Figure 1. Pin map (run 1).
Pins as bars across the die edge, other pins in gray.
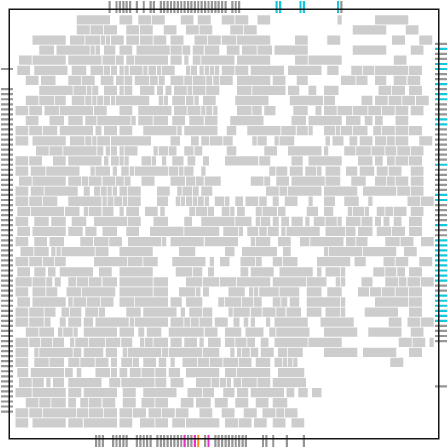
Figure 2. Clock distribution (run 1).
Bar = 20 um.
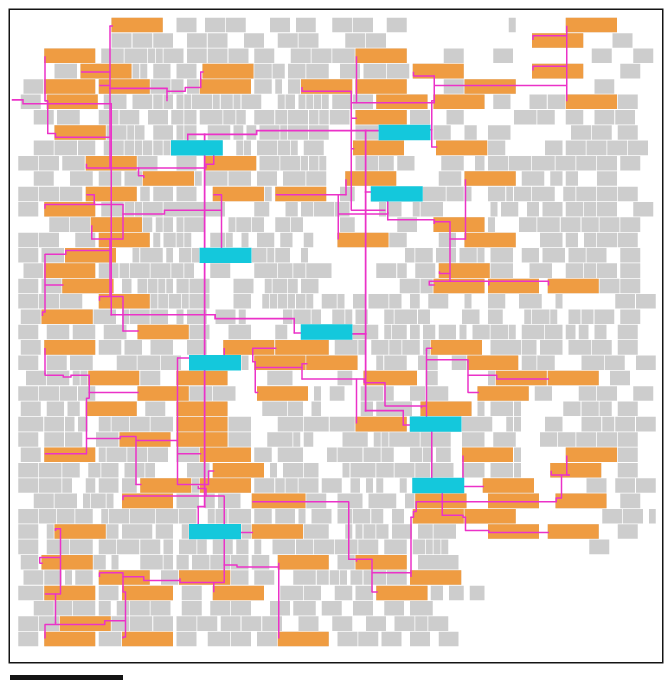
Figure 3. Placed standard cells (run 1).
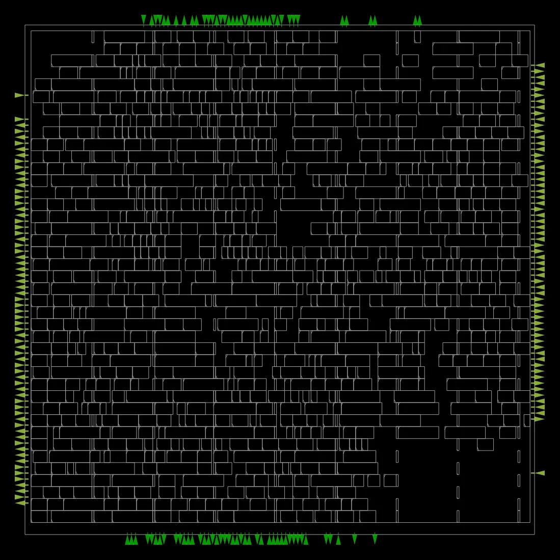
Figure 4. Cells colored by class (run 1).
Fill, decap, tap and diode cells in gray.
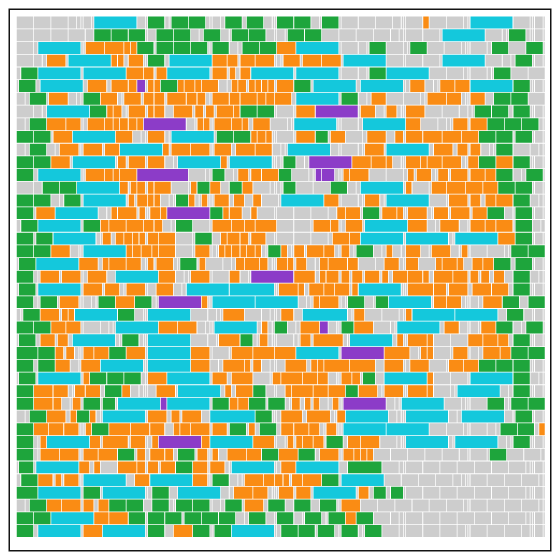
==> config.mk <==
export PLATFORM = sky130hd
export DESIGN_NAME = load_store_unit
export DESIGN_NICKNAME = d
export VERILOG_FILES = /design/src/rtl/load_store_unit.sv
export SDC_FILE = /design/constraint.sdc
export NUM_CORES = 1
export LEC_CHECK = 0
export CORE_UTILIZATION = 51
export DETAILED_ROUTE_END_ITERATION = 16
export PLACE_DENSITY = 0.88
export SYNTH_ARGS = -nofsm -noshare
export SYNTH_HDL_FRONTEND = slang
export SYNTH_SLANG_ARGS = --single-unit
==> constraint.sdc <==
create_clock -name clk -period 4.2 [get_ports clk]
set_clock_uncertainty 0.2 [all_clocks]
set_input_delay 1.05 -clock clk [delete_from_list [all_inputs] [get_ports clk]]
set_output_delay 1.05 -clock clk [all_outputs]
set_load 0.01 [all_outputs]
==> reports/README.md <==
| Item | This run |
| --- | --- |
| Io pins | 209 |
| Routed met3 length | 1.954 mm |
| Sequential cell count | 103 |
| Post-Route WL | 20.63 mm |
| Number of buffers outside the clock class in the layout | 227 |
| Gate power share | 0.610 |
| Dominant cell type by area after synthesis | sky130_fd_sc_hd__dfrtp_1 |
| Number of enable-type register cells in the synthesized netlist | 0 |
| Total Routing Usage GR | 0.3128 |
| Vias | 6242 |
| Vias in the first global route | 6303 |
| Final count of pins violating max slew | 0 |
| H-tree depth reported by CTS | 3 |
| Number of maximum-capacitance constraint violations | 0 |
| First DRT Iteration DRCs | 575 |
| Switching share of total power | 0.4214 |
| Number of cells traversed by the worst hold path | 1 |
| Result of the run | finished clean |
| Most used flip-flop cell after synthesis | sky130_fd_sc_hd__dfrtp_1 |
| Clock sink count | 103 |
| Seq. cell area | 2581 um^2 |
| Root Buffer Master | sky130_fd_sc_hd__clkbuf_16 |
| Clock-pin slew of the registers on the worst-case setup and hold paths | 0.07 ns |
| Number of vias per cell after detailed routing | 6.150 |
| Count of final setup violators | 0 |
| Chip area in the Yosys report | 6576 um^2 |
| Aggregate negative setup slack | 0 ns |
| Tap cell count | 172 |
| # Post-CTS Setup Buffers | 0 |
| Worst endpoint required time | 2.95 ns |
| Ys cells | 644 |
| Floorplan die area | 13350 um^2 |
| Cell with the most instances after synthesis | sky130_fd_sc_hd__dfrtp_1 |
| Post-synthesis cell area | 6576 um^2 |
| Total of warnings raised by yosys | 0 |
| Placement Setup Slack | 0.2756 ns |
| Total CTS buffers | 9 |
| Pin count of the biggest net entering global routing | 73 |
| Combinational share of cell area | 0.4119 |
| Post-layout power | 7.249 mW |
| Final hold viol count | 0 |
| Maximum net fanout on the critical path | 11 |
| Crit share post-route | 0.9740 |
| Transition at the pin with the smallest max-transition slack | 0.8843 ns |
| Cell Area, Placed | 8836 um^2 |
| Power dissipated in sequential cells | 2.01 mW |
| Multi-input gate area in the final layout | 3771 um^2 |
| Initial antenna violation count | 0 |
| Synth area leaders | sky130_fd_sc_hd__dfrtp_1 (39%), sky130_fd_sc_hd__mux2_2 (13%), sky130_fd_sc_hd__mux2i_1 (7.2%), sky130_fd_sc_hd__nand2_1 (3.5%), sky130_fd_sc_hd__xnor2_1 (3.3%) |
| Cells on worst reg2reg path | 6 |
| Post-synthesis share of cell area spent on xor and xnor gates | 0.03862 |
| R2r setup slk | 1.24 ns |
| Ratio of cells with drive above 1 in the final layout | 0.1803 |
| CTS tree | built |
| Top pwr grp | combinational logic |
| Biggest area consumer among cell classes | multi-input combinational cells |
| Met2 Track Usage GR | 0.5265 |
| CTS max path bufs | 2 |
About Figure 1:
cyan -> `rsp_rdata`  # pins 32, direction output, edge 27 right, 5 top
orange -> `req_we`  # pins 1, direction input, edge bottom
magenta -> `req_funct3`  # pins 3, direction input, edge bottom
all pins by edge = 66 left, 61 right, 43 bottom, 39 top
I/O Buffers: 206
die outline width: 115.6 um
die y size: 115.6 um

About Figure 2:
magenta -> clock wires  # length 1250 um
cyan -> clock drivers  # count 9
orange -> flip-flops  # count 103
routed clock nets = 10
flops lie = all over the die
insertion delay of the later-clocked pin in the worst-skew pair: 0.34 ns
clock share of power: 0.113
clock-net power: 819 uW

About Figure 3:
sequential share of cell area: 0.2819
Final Instance Count excl. Fillers: 1015
std cell rows: 41
total core area: 12620 um^2
core utilization of the finished layout: 0.7256

About Figure 4:
cyan -> sequential cells  # cells 103, share of their area 29%
purple -> clock drivers and dummy loads  # cells 15, share of their area 3.1%
orange -> combinational and other logic  # cells 498, share of their area 43%
green -> remaining buffers and delay cells  # cells 227, share of their area 25%
finished layout cell area: 9156 um^2

==> run 1: what timing repair did <==
item,in CTS,in global routing
setup endpoints to repair,13,24
gates resized,6,9
hold buffers,0,0
pin swaps,0,0
==> run 1: cells in the final DEF, fill, tap and decap left out, types with 5 or more instances in the layout <==
master	n
sky130_fd_sc_hd__a21oi_1	18
sky130_fd_sc_hd__a22o_1	12
sky130_fd_sc_hd__a31oi_1	7
sky130_fd_sc_hd__and3_1	22
sky130_fd_sc_hd__buf_4	21
sky130_fd_sc_hd__clkbuf_16	9
sky130_fd_sc_hd__clkdlybuf4s50_1	202
sky130_fd_sc_hd__dfrtp_1	100
sky130_fd_sc_hd__ha_1	14
sky130_fd_sc_hd__inv_1	16
sky130_fd_sc_hd__mux2_2	76
sky130_fd_sc_hd__mux2i_1	47
sky130_fd_sc_hd__nand2_1	61
sky130_fd_sc_hd__nand2b_1	6
sky130_fd_sc_hd__nand3_1	14
sky130_fd_sc_hd__nand4_1	5
sky130_fd_sc_hd__nor2_1	25
sky130_fd_sc_hd__nor2b_1	10
sky130_fd_sc_hd__o21ai_0	20
sky130_fd_sc_hd__o221a_2	19
sky130_fd_sc_hd__o22ai_1	10
sky130_fd_sc_hd__o2bb2ai_1	16
sky130_fd_sc_hd__o32ai_1	8
sky130_fd_sc_hd__xnor2_1	25
==> run 1: worst max-delay path, stage by stage (launching register included) <==
cell                              delay, ns
sky130_fd_sc_hd__dfrtp_1               0.42
sky130_fd_sc_hd__inv_1                 0.10
sky130_fd_sc_hd__ha_1                  0.35
sky130_fd_sc_hd__nor2b_1               0.21
sky130_fd_sc_hd__nand2_1               0.23
sky130_fd_sc_hd__buf_4                 0.26
sky130_fd_sc_hd__o22ai_1               0.31
sky130_fd_sc_hd__clkdlybuf4s50_1       0.62
Power and IR drop assume default switching activity.
